==> images/pins.png <==
Pins as bars across the die edge, other pins in grey.
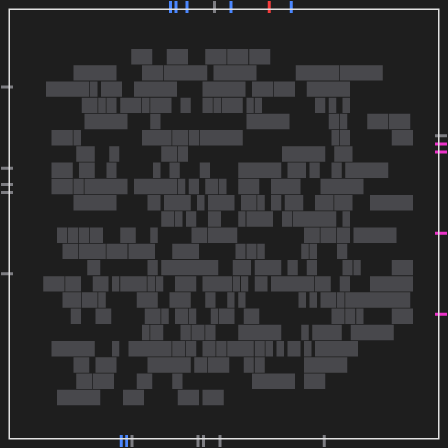
==> images/clock_map.png <==
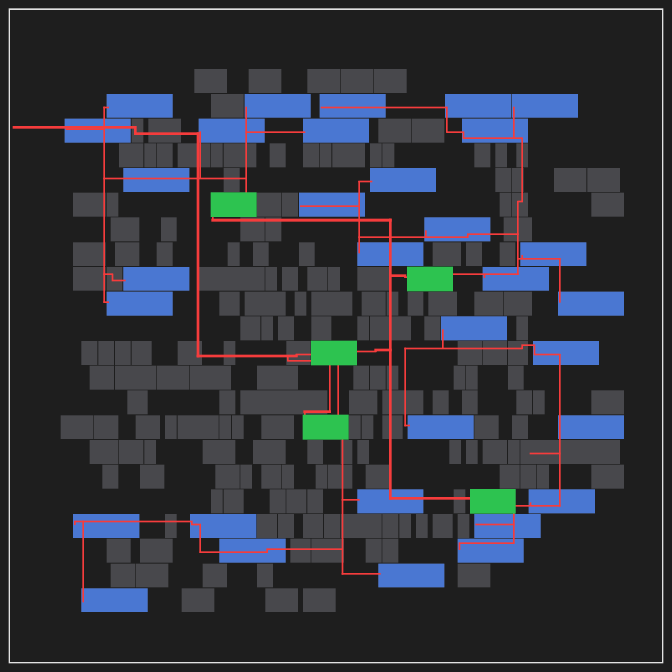
==> images/drive_strength.png <==
Scale bar: 20 µm.
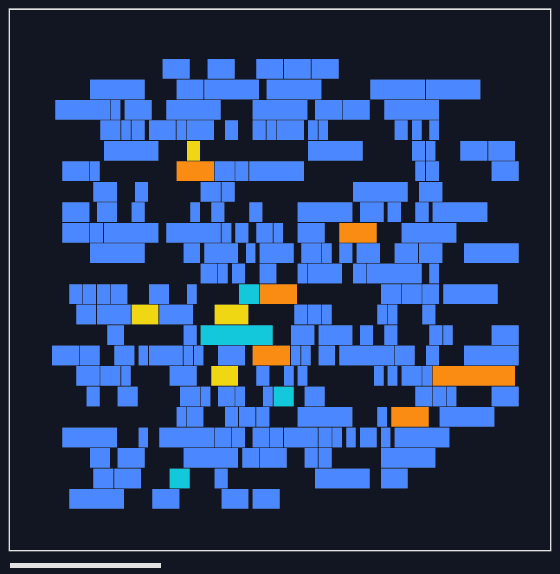
==> images/cell_classes.png <==
Scale bar: 20 µm.
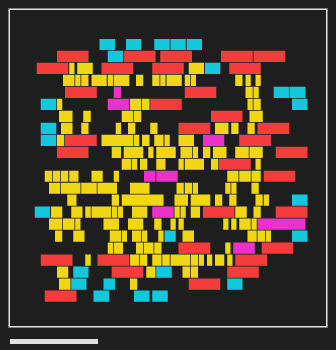
==> images/final_clocks.png <==
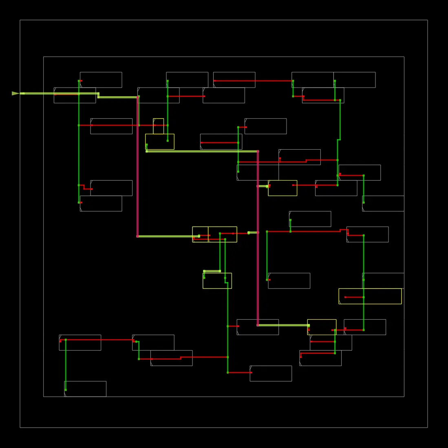
`src/rtl/trinum_pkg.sv`:
```
// trinum_pkg: shared state encoding and default widths for the triangular-root block
package trinum_pkg;

    // 2'd3 is unused and the FSM treats it exactly like IDLE
    typedef enum logic [1:0] {
        IDLE = 2'd0,
        RUN  = 2'd1,
        DONE = 2'd2
    } state_t;

    localparam int SW_DEF = 7;
    localparam int NW_DEF = 4;

endpackage

```
`src/rtl/trinum_step.sv`:
```
// trinum_step: one subtraction step, compares acc against i and forms acc - i
module trinum_step #(
    parameter int SW = 7,
    parameter int NW = 4
) (
    input  logic [SW-1:0] acc,
    input  logic [NW:0]   i,
    output logic          ge,
    output logic [SW-1:0] diff
);

    // compare in a width wide enough for both operands so neither is truncated
    localparam int W = (SW > NW + 1) ? SW : NW + 1;

    logic [W-1:0] w_a;
    logic [W-1:0] w_b;
    logic [W-1:0] w_d;

    assign w_a  = W'(acc);
    assign w_b  = W'(i);
    assign w_d  = w_a - w_b;
    assign ge   = w_a >= w_b;
    assign diff = w_d[SW-1:0];

endmodule

```
`src/rtl/trinum_root.sv`:
```
// trinum_root: sequential inverse of the triangular sum by repeated subtraction
module trinum_root
    import trinum_pkg::*;
#(
    parameter int SW = SW_DEF,
    parameter int NW = NW_DEF
) (
    input  logic          clk,
    input  logic          rst,
    input  logic          start,
    input  logic [SW-1:0] s_in,
    output logic          busy,
    output logic          done,
    output logic [NW-1:0] n_out,
    output logic [SW-1:0] rem_out,
    output logic          exact
);

    state_t        r_state;
    logic [SW-1:0] r_acc;
    logic [NW:0]   r_i;
    logic [NW-1:0] r_n;
    logic          r_busy;
    logic          r_done;
    logic [NW-1:0] r_n_out;
    logic [SW-1:0] r_rem;
    logic          r_exact;
    logic          w_ge;
    logic [SW-1:0] w_diff;

    trinum_step #(
        .SW(SW),
        .NW(NW)
    ) u_step (
        .acc (r_acc),
        .i   (r_i),
        .ge  (w_ge),
        .diff(w_diff)
    );

    // FSM: latch S on start, subtract 1,2,3,... until the next step would go negative
    always_ff @(posedge clk) begin
        if (rst) begin
            r_state <= IDLE;
            r_acc   <= '0;
            r_i     <= '0;
            r_n     <= '0;
            r_busy  <= 1'b0;
            r_done  <= 1'b0;
            r_n_out <= '0;
            r_rem   <= '0;
            r_exact <= 1'b0;
        end else begin
            case (r_state)
                RUN: begin
                    if (w_ge) begin
                        r_acc <= w_diff;
                        r_n   <= r_i[NW-1:0];
                        r_i   <= r_i + (NW+1)'(1);
                    end else begin
                        r_n_out <= r_n;
                        r_rem   <= r_acc;
                        r_exact <= (r_acc == '0);
                        r_done  <= 1'b1;
                        r_state <= DONE;
                    end
                end
                DONE: begin
                    r_done  <= 1'b0;
                    r_busy  <= 1'b0;
                    r_state <= IDLE;
                end
                default: begin
                    r_done <= 1'b0;
                    r_busy <= start;
                    if (start) begin
                        r_acc   <= s_in;
                        r_i     <= (NW+1)'(1);
                        r_n     <= '0;
                        r_state <= RUN;
                    end else begin
                        r_state <= IDLE;
                    end
                end
            endcase
        end
    end

    assign busy    = r_busy;
    assign done    = r_done;
    assign n_out   = r_n_out;
    assign rem_out = r_rem;
    assign exact   = r_exact;

endmodule

```
`config.mk`:
```
export PLATFORM = sky130hd
export DESIGN_NAME = trinum_root
export DESIGN_NICKNAME = d
export VERILOG_FILES = /design/src/rtl/trinum_pkg.sv /design/src/rtl/trinum_step.sv /design/src/rtl/trinum_root.sv
export SDC_FILE = /design/constraint.sdc
export NUM_CORES = 1
export LEC_CHECK = 0
export CORE_MARGIN = 4
export CORE_UTILIZATION = 40
export DETAILED_ROUTE_END_ITERATION = 7
export SYNTH_ARGS = -nofsm -noshare
export SYNTH_HDL_FRONTEND = slang
export SYNTH_SLANG_ARGS = --single-unit
```
`constraint.sdc`:
```
create_clock -name clk -period 3.4 [get_ports clk]
set_clock_uncertainty 0.1 [all_clocks]
set_input_delay 0.51 -clock clk [delete_from_list [all_inputs] [get_ports clk]]
set_output_delay 0.51 -clock clk [all_outputs]
set_load 0.005 [all_outputs]
```
==> out/results.ini <==
[cells_and_area]
clock_cell_area_share=0.0556
layout.non_clock_inverters=10
largestClassByArea=logic gates
mostFrequentLayoutCell=sky130_fd_sc_hd__dfxtp_1
post_route_cells_drive_above_1_share=0.0651
signal_buffer_area_fraction=0.122
total_nets_final=233
comb_area_um2=908
fill_cells=369

[floorplanning]
floorplan.tapcells=48
num_io_pins=24

[power]
powerSeq_w=0.000424
total_power_w=0.00107
max-vdd-ir-drop_mv=0.220

[detailed_routing]
detail_route.drc_violations=0
route.met2.wl_um=1830
route.top_layer_used=met4

[clocking]
clock-root-buffer=sky130_fd_sc_hd__clkbuf_8
cts_resized=0
number_of_buffers_created_by_cts=5
max-clock-path-buffers=2
number_of_post_cts_setup_repair_buffers=0

[setup_path]
worstPathMaxFanout=18
worst-endpoint-arrival_ns=2.64
cp.buffers_inverters=1
endpoint_kind=flop

[worst_hold_path]
min-delay-start=n_out[3]$_SDFFE_PP0P_

[sta]
timing.max_slew.rel_slack=0.571

[placed_design]
dpl.hpwl_um=2780
dpl_worst_slack_ns=0.935

[yosys]
topCellsByArea=sky130_fd_sc_hd__dfxtp_1, sky130_fd_sc_hd__a21oi_1, sky130_fd_sc_hd__ha_1, sky130_fd_sc_hd__nor2_1, sky130_fd_sc_hd__nand2_1
ys_cells=191
yosys.cell_types.count=39
yosys.area.top_type=sky130_fd_sc_hd__dfxtp_1
mappedNetlistNets=210
synth_cells=191
yosysChipArea_um2=1630
yosys.cell_count.top_type=sky130_fd_sc_hd__dfxtp_1
count_of_flip_flops_with_a_built_in_enable_after_synthesis=0
yosys_warnings=0

[outcome]
run_status=finished clean

[flow_run]
cap_violations=0
tool_warnings=27

[global_route]
number_of_global_route_vias_before_repair=1397
grt_antenna_before_repair=0

About pins.png:
Blue marks `rem_out`, pins 7, direction output, edge 5 north, 2 south. Magenta marks `n_out`, pins 4, direction output, edge east. Red marks `exact`, pins 1, direction output, edge north.
die extent in x: 71.7 µm
number of buffers inserted by port buffering: 23

About clock_map.png:
Blue marks flip-flops, count 32. Green marks cells driving clock nets, count 5. Red marks clock wires, length 451 µm.
Position of the flops: spread over the die.
clock insertion delay at the later pin of the skew report: 0.29 ns
clock group share of total power: 0.342

About drive_strength.png:
Orange marks drive 6 and up, cells 6, most used clkbuf_8. Blue marks drive 1 or less, cells 201, most used dfxtp_1. Yellow marks drive 2, cells 4. Cyan marks drive 3 to 4, cells 4, most used buf_4.

About cell_classes.png:
Cyan marks other buffers and delay cells, cells 25, share of their area 13%. Red marks flip-flops, cells 32, share of their area 33%. Magenta marks clock drivers and dummy loads, cells 8, share of their area 5.7%. Yellow marks all other logic, cells 150, share of their area 49%.
utilization after layout: 0.527
number of standard-cell rows in the floorplan: 22
Layout Cell Area excl Fill: 2000 µm²

About final_clocks.png:
FF+latch count: 32
clock network power consumption: 0.000365 W

[flip-flops by register name (all words and copies together), names as in the netlist]
name     flops
exact        1
r_i          5
r_n          4
n_out        4
rem_out      7
r_acc        7
r_state      2
busy         1
done         1
[kinds of logic (layout without fill, tap and decap cells)]
kind of cell               after synthesis  after routing  synth area share
DFF                                     32             32             0.394
muxes                                    6              6            0.0370
and+or+nand+nor                         68             68             0.207
buffers and inverters                   19             43            0.0470
AOI/OAI and AO/OA                       57             57             0.241
adders and majority gates                9              9            0.0739
[worst paths after layout]
kind | to | slack, ns
max | r_acc[5]$_SDFFE_PP0P_ | 0.88
min | n_out[3]$_SDFFE_PP0P_ | 0.36
max reg2reg | r_acc[5]$_SDFFE_PP0P_ | 0.88
min reg2reg | n_out[3]$_SDFFE_PP0P_ | 0.36
Power and IR drop assume default switching activity.
